--- config.mk ---
export PLATFORM = sky130hd
export DESIGN_NAME = decode_opnd_stream
export DESIGN_NICKNAME = d
export VERILOG_FILES = /design/src/rtl/decode_opnd_stream.sv
export SDC_FILE = /design/constraint.sdc
export NUM_CORES = 1
export LEC_CHECK = 0
export ABC_AREA = 1
export CELL_PAD_IN_SITES_DETAIL_PLACEMENT = 2
export CELL_PAD_IN_SITES_GLOBAL_PLACEMENT = 2
export CORE_MARGIN = 2
export CORE_UTILIZATION = 24
export CTS_BUF_LIST = sky130_fd_sc_hd__clkbuf_4 sky130_fd_sc_hd__clkbuf_8 sky130_fd_sc_hd__clkbuf_16
export DETAILED_ROUTE_END_ITERATION = 8
export PLACE_DENSITY = 0.76
export SKIP_CTS_REPAIR_TIMING = 1
export SLEW_MARGIN = 40
export SYNTH_ARGS = -nofsm -noshare
export SYNTH_HDL_FRONTEND = slang
export SYNTH_SLANG_ARGS = --single-unit
--- constraint.sdc ---
create_clock -name clk -period 2.2 [get_ports clk]
set_clock_uncertainty 0.05 [all_clocks]
set_input_delay 0.44 -clock clk [delete_from_list [all_inputs] [get_ports clk]]
set_output_delay 0.44 -clock clk [all_outputs]
set_load 0.03 [all_outputs]
--- src/rtl/decode_opnd_stream.sv ---
`default_nettype none
// decode_opnd_stream: byte-serial ModR/M / SIB / displacement / immediate walker that emits one
// registered operand record per instruction. Define DECODE_OPND_IMM_EN to consume and capture immediates.
module decode_opnd_stream #(
  parameter int MAX_LEN   = 15,
  parameter int PRE_LEN_W = 4,
  parameter int IMM_W     = 32
) (
  input  logic                 clk,
  input  logic                 rst,
  input  logic                 start_valid,
  output logic                 start_ready,
  input  logic [3:0]           opnd_form,
  input  logic                 prefix_address_16bit,
  input  logic [1:0]           imm_size,
  input  logic [PRE_LEN_W-1:0] pre_len,
  input  logic                 byte_valid,
  output logic                 byte_ready,
  input  logic [7:0]           byte_data,
  output logic                 out_valid,
  input  logic                 out_ready,
  output logic                 has_modrm,
  output logic                 has_sib,
  output logic                 has_disp,
  output logic                 has_imm,
  output logic [2:0]           disp_size,
  output logic [7:0]           modrm,
  output logic [7:0]           sib,
  output logic [31:0]          disp,
  output logic [IMM_W-1:0]     imm,
  output logic [3:0]           length,
  output logic                 err_too_long
);

  localparam logic [3:0] OPND_ENC_NONE       = 4'd0;
  localparam logic [3:0] OPND_ENC_RM         = 4'd1;
  localparam logic [3:0] OPND_ENC_REG_RM     = 4'd2;
  localparam logic [3:0] OPND_ENC_RM_IMM     = 4'd3;
  localparam logic [3:0] OPND_ENC_REG_RM_IMM = 4'd4;
  localparam logic [3:0] OPND_ENC_RM_REG     = 4'd5;
  localparam logic [3:0] OPND_ENC_RM_CL      = 4'd6;
  localparam logic [3:0] OPND_ENC_DISP8      = 4'd7;
  localparam logic [3:0] OPND_ENC_DISP32     = 4'd8;
  localparam logic [3:0] OPND_ENC_IMM        = 4'd9;
  localparam logic [3:0] OPND_ENC_REG_IMM    = 4'd10;
  localparam logic [3:0] MAX_LEN_C           = 4'(MAX_LEN);

  typedef enum logic [2:0] {S_IDLE, S_MODRM, S_SIB, S_DISP, S_IMM, S_DONE} state_t;

  state_t     state, state_nxt;
  logic       addr16;
  logic [2:0] disp_idx;
  logic       active, at_limit, byte_fire, disp_last, sib_base_d32;
  logic       form_modrm, form_imm, imm_last, modrm_sib;
  logic [2:0] modrm_dsz, start_dsz;

  assign start_ready  = (state == S_IDLE);
  assign out_valid    = (state == S_DONE);
  assign active       = (state inside {S_MODRM, S_SIB, S_DISP, S_IMM});
  assign at_limit     = (length == MAX_LEN_C);
  assign byte_ready   = active && !at_limit;
  assign byte_fire    = byte_ready && byte_valid;
  assign disp_last    = ((disp_idx + 3'd1) == disp_size);
  assign sib_base_d32 = (modrm[7:6] == 2'b00) && (byte_data[2:0] == 3'd5);
  assign form_modrm   = (opnd_form inside {OPND_ENC_RM, OPND_ENC_REG_RM, OPND_ENC_RM_IMM,
                                           OPND_ENC_REG_RM_IMM, OPND_ENC_RM_REG, OPND_ENC_RM_CL});
  assign start_dsz    = (opnd_form == OPND_ENC_DISP8)  ? 3'd1 :
                        (opnd_form == OPND_ENC_DISP32) ? 3'd4 : 3'd0;

  always_ff @(posedge clk or posedge rst) begin
    if (rst) state <= S_IDLE;
    else     state <= state_nxt;
  end

  always_comb begin
    state_nxt = state;
    modrm_sib = 1'b0;
    modrm_dsz = 3'd0;
    // Displacement size implied by the ModR/M byte currently on the bus.
    if (byte_data[7:6] != 2'b11) begin
      if (addr16) begin
        if (byte_data[7:6] == 2'b01)                               modrm_dsz = 3'd1;
        else if (byte_data[7:6] == 2'b10 || byte_data[2:0] == 3'd6) modrm_dsz = 3'd2;
      end else begin
        modrm_sib = (byte_data[2:0] == 3'd4);
        if (byte_data[7:6] == 2'b01)                               modrm_dsz = 3'd1;
        else if (byte_data[7:6] == 2'b10 || byte_data[2:0] == 3'd5) modrm_dsz = 3'd4;
      end
    end
    case (state)
      S_IDLE: if (start_valid) begin
        if (form_modrm)            state_nxt = S_MODRM;
        else if (start_dsz != 3'd0) state_nxt = S_DISP;
        else if (form_imm)         state_nxt = S_IMM;
        else                       state_nxt = S_DONE;
      end
      S_MODRM: if (at_limit) state_nxt = S_DONE;
        else if (byte_valid) begin
          if (modrm_sib)              state_nxt = S_SIB;
          else if (modrm_dsz != 3'd0) state_nxt = S_DISP;
          else if (has_imm)           state_nxt = S_IMM;
          else                        state_nxt = S_DONE;
        end
      S_SIB: if (at_limit) state_nxt = S_DONE;
        else if (byte_valid) begin
          if (disp_size != 3'd0 || sib_base_d32) state_nxt = S_DISP;
          else if (has_imm)                      state_nxt = S_IMM;
          else                                   state_nxt = S_DONE;
        end
      S_DISP: if (at_limit) state_nxt = S_DONE;
        else if (byte_valid && disp_last) state_nxt = has_imm ? S_IMM : S_DONE;
      S_IMM: if (at_limit) state_nxt = S_DONE;
        else if (byte_valid && imm_last) state_nxt = S_DONE;
      S_DONE: if (out_ready) state_nxt = S_IDLE;
      default: state_nxt = S_IDLE;
    endcase
  end

  always_ff @(posedge clk or posedge rst) begin
    if (rst) begin
      addr16       <= 1'b0;
      has_modrm    <= 1'b0;
      has_sib      <= 1'b0;
      has_disp     <= 1'b0;
      disp_size    <= 3'd0;
      modrm        <= 8'd0;
      sib          <= 8'd0;
      disp         <= 32'd0;
      disp_idx     <= 3'd0;
      length       <= 4'd0;
      err_too_long <= 1'b0;
    end else if (start_ready && start_valid) begin
      addr16       <= prefix_address_16bit;
      has_modrm    <= 1'b0;
      has_sib      <= 1'b0;
      has_disp     <= (start_dsz != 3'd0);
      disp_size    <= start_dsz;
      modrm        <= 8'd0;
      sib          <= 8'd0;
      disp         <= 32'd0;
      disp_idx     <= 3'd0;
      length       <= 4'(pre_len);
      err_too_long <= 1'b0;
    end else if (byte_fire) begin
      length <= length + 4'd1;
      case (state)
        S_MODRM: begin
          modrm     <= byte_data;
          has_modrm <= 1'b1;
          has_sib   <= modrm_sib;
          disp_size <= modrm_dsz;
          has_disp  <= (modrm_dsz != 3'd0);
        end
        S_SIB: begin
          sib     <= byte_data;
          has_sib <= 1'b1;
          if (sib_base_d32) begin
            disp_size <= 3'd4;
            has_disp  <= 1'b1;
          end
        end
        S_DISP: begin
          // Sign extension happens on the final byte, once its sign bit is known.
          if (disp_last) begin
            case (disp_size)
              3'd1:    disp <= {{24{byte_data[7]}}, byte_data};
              3'd2:    disp <= {{16{byte_data[7]}}, byte_data, disp[7:0]};
              default: disp <= {byte_data, disp[23:0]};
            endcase
          end else begin
            disp[{disp_idx[1:0], 3'b000} +: 8] <= byte_data;
          end
          disp_idx <= disp_idx + 3'd1;
        end
        default: ;
      endcase
    end else if (active && at_limit) begin
      err_too_long <= 1'b1;
    end
  end

`ifdef DECODE_OPND_IMM_EN
  logic [2:0] imm_idx, imm_len;

  assign form_imm = (opnd_form inside {OPND_ENC_RM_IMM, OPND_ENC_REG_RM_IMM,
                                       OPND_ENC_IMM, OPND_ENC_REG_IMM});
  assign imm_last = ((imm_idx + 3'd1) == imm_len);

  always_ff @(posedge clk or posedge rst) begin
    if (rst) begin
      has_imm <= 1'b0;
      imm     <= '0;
      imm_idx <= 3'd0;
      imm_len <= 3'd0;
    end else if (start_ready && start_valid) begin
      has_imm <= form_imm;
      imm     <= '0;
      imm_idx <= 3'd0;
      imm_len <= (imm_size == 2'd0) ? 3'd1 : (imm_size == 2'd1) ? 3'd2 : 3'd4;
    end else if (state == S_IMM && byte_fire) begin
      imm[{imm_idx[1:0], 3'b000} +: 8] <= byte_data;
      imm_idx <= imm_idx + 3'd1;
    end
  end
`else
  logic unused_imm_size;

  assign form_imm        = 1'b0;
  assign imm_last        = 1'b1;
  assign has_imm         = 1'b0;
  assign imm             = '0;
  assign unused_imm_size = ^imm_size;
`endif

endmodule
`default_nettype wire

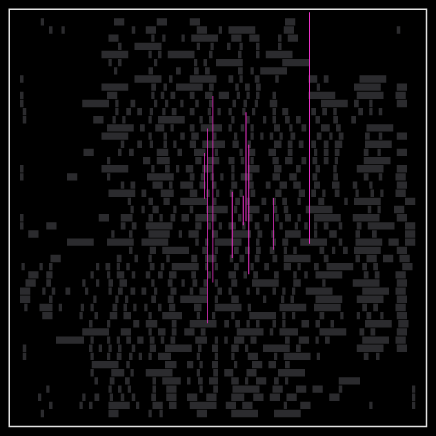
run_1/layer_met4.png
Drawn at 3 px/um. Cells faint in the background.
share of all routed wire: 2.1%
nets with wire on the layer: 9
wire length on this layer: 345 um
main direction: vertical
longest straight run: 76.8 um

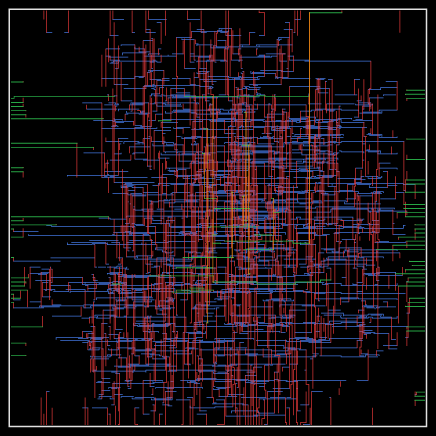
run_1/wires.png
Drawn at 3 px/um.
| layer | color | wire length |
|---|---|---|
| metal 2 | red | 8290 um |
| metal 3 | green | 724 um |
| metal 1 | blue | 7080 um |
| metal 4 | orange | 345 um |

==> results.cfg, run 1 <==
; synthesis and place-and-route metrics
[setup_path]
crit_arrival_ns = 2.30
path_cells = inv_2 > ha_4 > inv_1 > nand2_1 > nand2_2 > nor2_4 > buf_12 > nand3_1 > nor2_1 > nor2_1 > nand3_1 > nand2_1
cp_max_fo = 8
cpPeakStageDelay_ns = 0.39
cp_top_family = simple AND/OR/NAND/NOR gates
cpMaxStageDelayCell = dfrtp_1
critPathLaunchType = register
cp.required_ns = 2.37
critical_path_buf_inv_count = 3
path_class = register to register
end_kind = register

[clocking]
tritoncts = done
h-tree-depth = 3
cts.sinks = 66
cts_buffers = 9
insertion_delay_ns = 0.34
cts_buffer_depth = 2
root_buffer = clkbuf_16
cts.reportedPaths.clkPinSlew_ns = 0.06

[die]
fp_util_pct = 24.4
die_y_um = 139
rows = 49
ios = 119
dieArea_um2 = 19200
die_width_um = 139
core_area_um2 = 17800

[final_timing]
hold_violations = 0
max_slew_margin_pct = 64.6
fin_ws_ns = 0.0737
fin_tns_setup_ns = 0
setup_viol = 0
drv_slew = 0
worst_slew_pin_slew_ns = 0.529
fmax_ghz = 0.470
rsz0062_at_grt = yes
fin_crit_sh_pct = 96.6
fin_crit_ns = 2.13

[min_path]
min_path_type = register to register

[job]
warnings = 32
drv_cap = 0

[final_layout]
area_growth_pct = 36.8
nFillCells = 2057
layout_top_cell = nand2_1
num_antenna_cells = 0
nets = 753
lay_top_cells = nand2_1 (168), clkdlybuf4s50_1 (80), nand3_1 (72)
stdcell_area_um2 = 5950
register_area_um2 = 1650
drive_gt1_share_pct = 13.9
logic_area_um2 = 2350

[placed_design]
dpl.hpwl_um = 11900
postPlaceCellArea_um2 = 5440
place_congestion = 0.838
post-place-ws_ns = -0.0824
portBuffers = 83

[logic_synthesis]
syn-cell-area_um2 = 4350
yosys_area_um2 = 4350
ys_types = 32
simple_gate_area_share_pct = 37.5
syn_avg_cell_area_um2 = 7.05
synth-xor-area-share_pct = 0.403
ys_cells = 617
topCombFamilyByArea = simple AND/OR/NAND/NOR gates
postSynthSeqShare_pct = 38.0
top_cell_area_share_pct = 38.0
syn_inst = 617
numSynthFlops = 66
synth-edff-count = 0
yosysWarnings = 0
yosysTopAreaCell = dfrtp_1
top_cells_by_area = dfrtp_1 (38%), nand2_1 (15%), nand3_1 (8.7%)
adder_share_pct = 1.44
mux_area_share_pct = 0
async_flop_share_pct = 100
aoi_share_pct = 9.55
synthFlopType = dfrtp_1

[route]
drc = 0
first_iter_violations = 199
drt_wl_total_um = 16400
via_count = 4550
wl_per_cell_um = 17.2
first_pass_iters = 4
antenna_left = 0
via_per_inst = 4.75

[global_routing]
use_met1_pct = 20.3
grt_use_met2_pct = 29.3
antenna_found_initial = 0
grt_pass1_wl_um = 25800
grt_max_degree = 67
track_usage_pct = 16.6
grt_busiest_layer = met2
use_met3_pct = 3.69
grt_remaining_overflow = 0
first_global_vias = 4845

[pwr]
p_leak_uw = 0.00289
power_density_nw_per_um2 = 1650
design_power_total_uw = 9840
vdd_ir_drop_max_mv = 0.627

[outcome]
outcome = finished, final reports clean
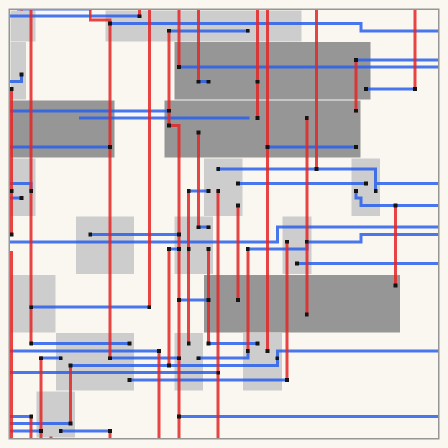
run_1/detail.png
Window x 94 to 114, y 25 to 45 um. Cells in gray, sequential cells in the stronger gray; small squares are vias.
| layer | color |
|---|---|
| metal 2 | red |
| metal 1 | blue |
most frequent: nand2_1 (5), dfrtp_1 (4), nand3_1 (2)
sequential cells in the window: 4
netlist names of flops here include: `sib` (2)
cells with their middle in the window: 17

## run 1: flip-flops by register name (all words and copies together) (netlist names)
signal / flops
has_modrm: 1
modrm: 8
has_sib: 1
has_disp: 1
state: 3
disp_idx: 3
disp_size: 3
length: 4
addr16: 1
sib: 8
disp: 32
err_too_long: 1
## run 1: metal layers
| metal | wire length (um) | part of all wire [%] | up-vias |
|---|---|---|---|
| met5 | 0 | 0 | - |
| met4 | 345 | 2.1 | 0 |
| met3 | 724 | 4.4 | 21 |
| met2 | 8290 | 50 | 108 |
| met1 | 7080 | 43 | 2244 |
| li1 | - | - | 2177 |
## run 1: cell type report
| class | count | area share, % |
|---|---|---|
| Clock buffer | 10 | 3.91 |
| Clock inverter | 6 | 0.736 |
| Inverter | 45 | 2.90 |
| Multi-Input combinational cell | 482 | 39.6 |
| Sequential cell | 66 | 27.8 |
| Tap cell | 229 | 4.82 |
| Timing Repair Buffer | 120 | 20.3 |
## run 1: kinds of logic (layout without fill, tap and decap cells)
logic type      count (synthesis)  in the layout
flops                          66             66
other cells                     1             33
buf+inv                       103            181
simple gates                  363            365
compound gates                 77             77
xor+xnor                        2              2
fa+ha+maj                       5              5
## run 1: power breakdown
group	switching [uW]	leakage, uW	internal (uW)
sequential	347	0.000872	1660
combinational	4110	0.00188	2370
clock	567	0.000136	776
## run 1: Yosys cell counts (2+ instances only)
master,instances
a21oi_1,6
buf_2,4
buf_4,37
buf_6,5
clkbuf_1,12
dfrtp_1,66
ha_1,5
inv_1,36
inv_2,8
nand2_1,173
nand2_2,8
nand2_4,2
nand3_1,76
nand3_2,2
nand3b_2,2
nand4_1,16
nand4_2,2
nor2_1,67
nor2_4,3
nor3_1,10
o211ai_1,3
o21ai_0,47
o21ai_1,14
o22ai_1,4
xnor2_1,2
## run 1: worst min-delay path: stages, from the launching register on
cell     delay, ns
dfrtp_1       0.34
nand2_1       0.05
nand2_1       0.06
## run 1: worst paths after layout
| kind | startpoint | endpoint | slack (ns) | cells past startpoint |
|---|---|---|---|---|
| setup / recovery | disp_idx[0] | disp[14] | 0.07 | 12 |
| hold / removal | disp[20] | disp[20] | 0.43 | 2 |
| setup reg to reg | disp_idx[0] | disp[14] | 0.07 | 12 |
| hold reg to reg | disp[20] | disp[20] | 0.43 | 2 |
| max in group asynchronous | rst | state[0] | 1.36 | 3 |
| min in group asynchronous | rst | length[3] | 0.45 | 3 |
## run 1: stage by stage
step,cells,hold slack (ns),utilization (%)
3_5_place_dp,931,0.416,30.5
2_1_floorplan,649,0.455,-
3_3_place_gp,931,0.418,30.5
6_report,958,0.434,33.3
5_1_grt,958,0.469,33.3
4_1_cts,947,0.441,32.1
==> run 2: changes to the inputs <==
Settings changed: CORE_MARGIN 2 to 5, HOLD_SLACK_MARGIN set to 0.05.
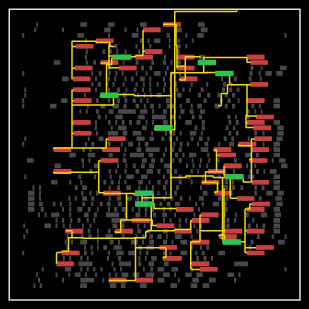
run_2/clk_routes.png
Drawn at 2 px/um.
[clock wires] yellow | length: 1200 um
[flip-flops] red | count: 66
[clock drivers] green | count: 9
routed clock nets: 10

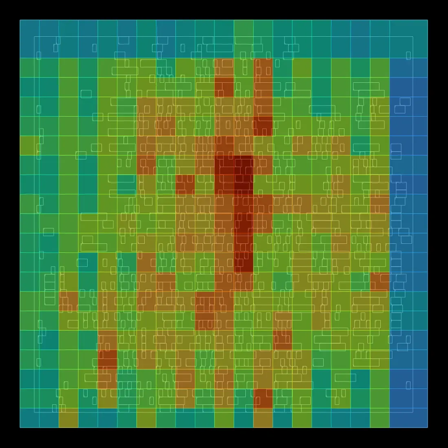
run_2/congestion.png
GRT Total Usage: 16.0%
busiest grt layer: met2

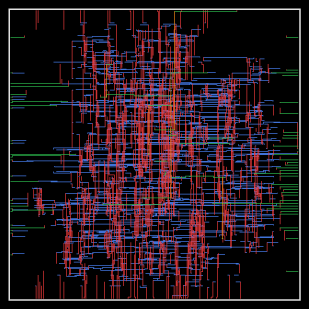
run_2/wires.png
Drawn at 2 px/um.
| layer | color | wire length |
|---|---|---|
| metal 4 | orange | 193 um |
| metal 3 | green | 823 um |
| metal 1 | blue | 7320 um |
| metal 2 | red | 8060 um |

==> run 2 against run 1 <==
  * Sequential share of layout area is 0.18 points higher
  * Cell count is 0.10% lower
  * Combinational power shrank 3%
  * Total power fell by 1.6%
  * Via count down 0.88%
  * Clock power barely moved
  * Count of clock-buffer cells in the layout unchanged
==> results.cfg, run 2 <==
; synthesis and place-and-route metrics
[final_layout]
largest_register_ffs = 32
lay_top_cells = nand2_1 (170), clkdlybuf4s50_1 (80), nand3_1 (70)
nets = 752
largest-register = disp
layout_top_cell = nand2_1
num_antenna_cells = 0
area_growth_pct = 35.9
reg_top3 = disp (32), modrm (8), sib (8)

[pwr]
power_density_nw_per_um2 = 1640
design_power_total_uw = 9680
vdd_ir_drop_max_mv = 0.504

[logic_synthesis]
yosysWarnings = 0
syn_avg_cell_area_um2 = 7.05
yosysTopAreaCell = dfrtp_1
ys_cells = 617
syn_inst = 617
top_cells_by_count = nand2_1 (173), nand3_1 (76), nor2_1 (67)
top_cells_by_area = dfrtp_1 (38%), nand2_1 (15%), nand3_1 (8.7%)
async_flop_share_pct = 100
ys_types = 32
most_common_cell = nand2_1
numSynthFlops = 66
synthFlopType = dfrtp_1
postSynthSeqShare_pct = 38.0
top_cell_area_share_pct = 38.0

[route]
via_per_inst = 4.71
drt_wl_total_um = 16400
wl_per_cell_um = 17.1
drc = 0
antenna_left = 0
first_pass_iters = 4
first_iter_violations = 213
via_count = 4510

[placed_design]
place_congestion = 0.827
dpl.hpwl_um = 12400

[clocking]
root_buffer = clkbuf_16
cts_buffers = 9
insertion_delay_ns = 0.35
cts_buffer_depth = 2
tritoncts = done
h-tree-depth = 3
cts.reportedPaths.clkPinSlew_ns = 0.07
cts.sinks = 66

[setup_path]
end_kind = primary output
cp.required_ns = 1.71
r2r_slack_ns = 0.13
cpMaxStageDelayCell = dfrtp_2
ff2ff_path_depth = 14
crit_arrival_ns = 1.63
path_class = register to primary output
r2r-start = disp_idx[0]
cp_max_fo = 9
timing.rr.end = disp[0]
cp_top_family = flip-flops
cpPeakStageDelay_ns = 0.44
path_cells = ha_1 > nand3_1 > buf_6 > nand2_1 > inv_2 > buf_12
critical_path_buf_inv_count = 3

[outcome]
outcome = finished, final reports clean

[global_routing]
antenna_found_initial = 0
grt_remaining_overflow = 0
first_global_vias = 4886
grt_max_degree = 67

[final_timing]
hold_violations = 0
max_slew_margin_pct = 64.2
fin_crit_sh_pct = 96.3
worst_slew_pin_slew_ns = 0.536
setup_viol = 0
fmax_ghz = 0.472
whs_ns = 0.437
drv_slew = 0
fin_crit_ns = 2.12
rsz0062_at_grt = yes

[die]
rows = 49
core_area_um2 = 17900
ios = 119
fp_util_pct = 24.3
die_y_um = 145
die_width_um = 145

[job]
warnings = 32

[min_path]
min_path_type = input port to asynchronous set/reset pin
[run 2: cell types whose count changed in the layout (fill, tap and decap cells not counted), moves of 2 or more]
cell	before	now
clkinv_4	3	1
buf_4	29	31
nand3_1	72	70
inv_2	12	10
inv_1	31	33
nand3_4	3	1
nand2_1	168	170
nand2_2	12	9
nand3_2	4	8
[run 2: layout make-up]
class | instances | area (um2) | area share (%)
inverter | 45 | 171 | 2.90
timing repair buffer | 120 | 1190 | 20.1
clock buffer | 10 | 233 | 3.94
sequential | 66 | 1650 | 28.0
multi-input combinational | 481 | 2330 | 39.5
tap | 229 | 287 | 4.85
clock inverter | 6 | 42.5 | 0.720
[run 2: layer usage]
layer  vias to the layer above  GRT usage, %  wire (um)
met4                         0          3.68        193
met2                        89          27.8       8060
met5                         -             0          0
li1                       2169             -          -
met1                      2239          20.4       7320
met3                        13          3.17        822
[run 2: kinds of logic (layout without fill, tap and decap cells)]
kind of cell	Yosys count	in the layout	share of synthesized area, %
buffers and inverters	103	181	13.1
other	1	33	0.0862
DFF	66	66	38.0
adders and majority gates	5	5	1.44
xor gates and xnor gates	2	2	0.403
and+or+nand+nor	363	364	37.5
AOI/OAI and AO/OA	77	77	9.55
[run 2: worst reg2reg max path, stage by stage (launching register included)]
cell,delay [ns]
dfrtp_1,0.41
inv_2,0.08
ha_4,0.28
inv_1,0.07
nand2_1,0.06
nand2_1,0.08
nor2_4,0.17
buf_12,0.14
nand2_8,0.09
buf_6,0.16
o21ai_0,0.09
o21ai_1,0.10
nor2_1,0.10
nand2_1,0.07
nand2_1,0.07
[run 2: report_power, final]
group	switching, uW	internal (uW)	total [uW]
clock	596	777	1370
sequential	348	1660	2010
combinational	4010	2290	6300
total	4960	4720	9680
[run 2: metrics by stage]
step           cell area (um2)  setup TNS (ns)  std cells  worst slack, ns  util (%)
2_1_floorplan             4470               0        649           0.0255         -
3_3_place_gp              5480               0        935           0.0509      30.6
4_1_cts                   5760           -1.64        951           -0.112      32.2
3_5_place_dp              5480           -1.51        935          -0.0871      30.6
5_1_grt                   5910         -0.0758        957          -0.0393      33.0
6_report                  5910               0        957           0.0824      33.0
[run 2: how the worst max path moves through the flow]
stage | slack, ns | end | cells past startpoint | startpoint
6_report | 0.08 | byte_ready | 6 | length[0]
5_1_grt | -0.04 | disp[6] | 14 | disp_idx[0]
4_1_cts | -0.11 | start_ready | 4 | state[2]
3_3_place_gp | 0.05 | disp[3] | 7 | start_valid
2_1_floorplan | 0.03 | disp[10] | 13 | disp_idx[0]
3_5_place_dp | -0.09 | disp[1] | 11 | disp_idx[1]
Power is estimated from default activity; no workload was simulated.
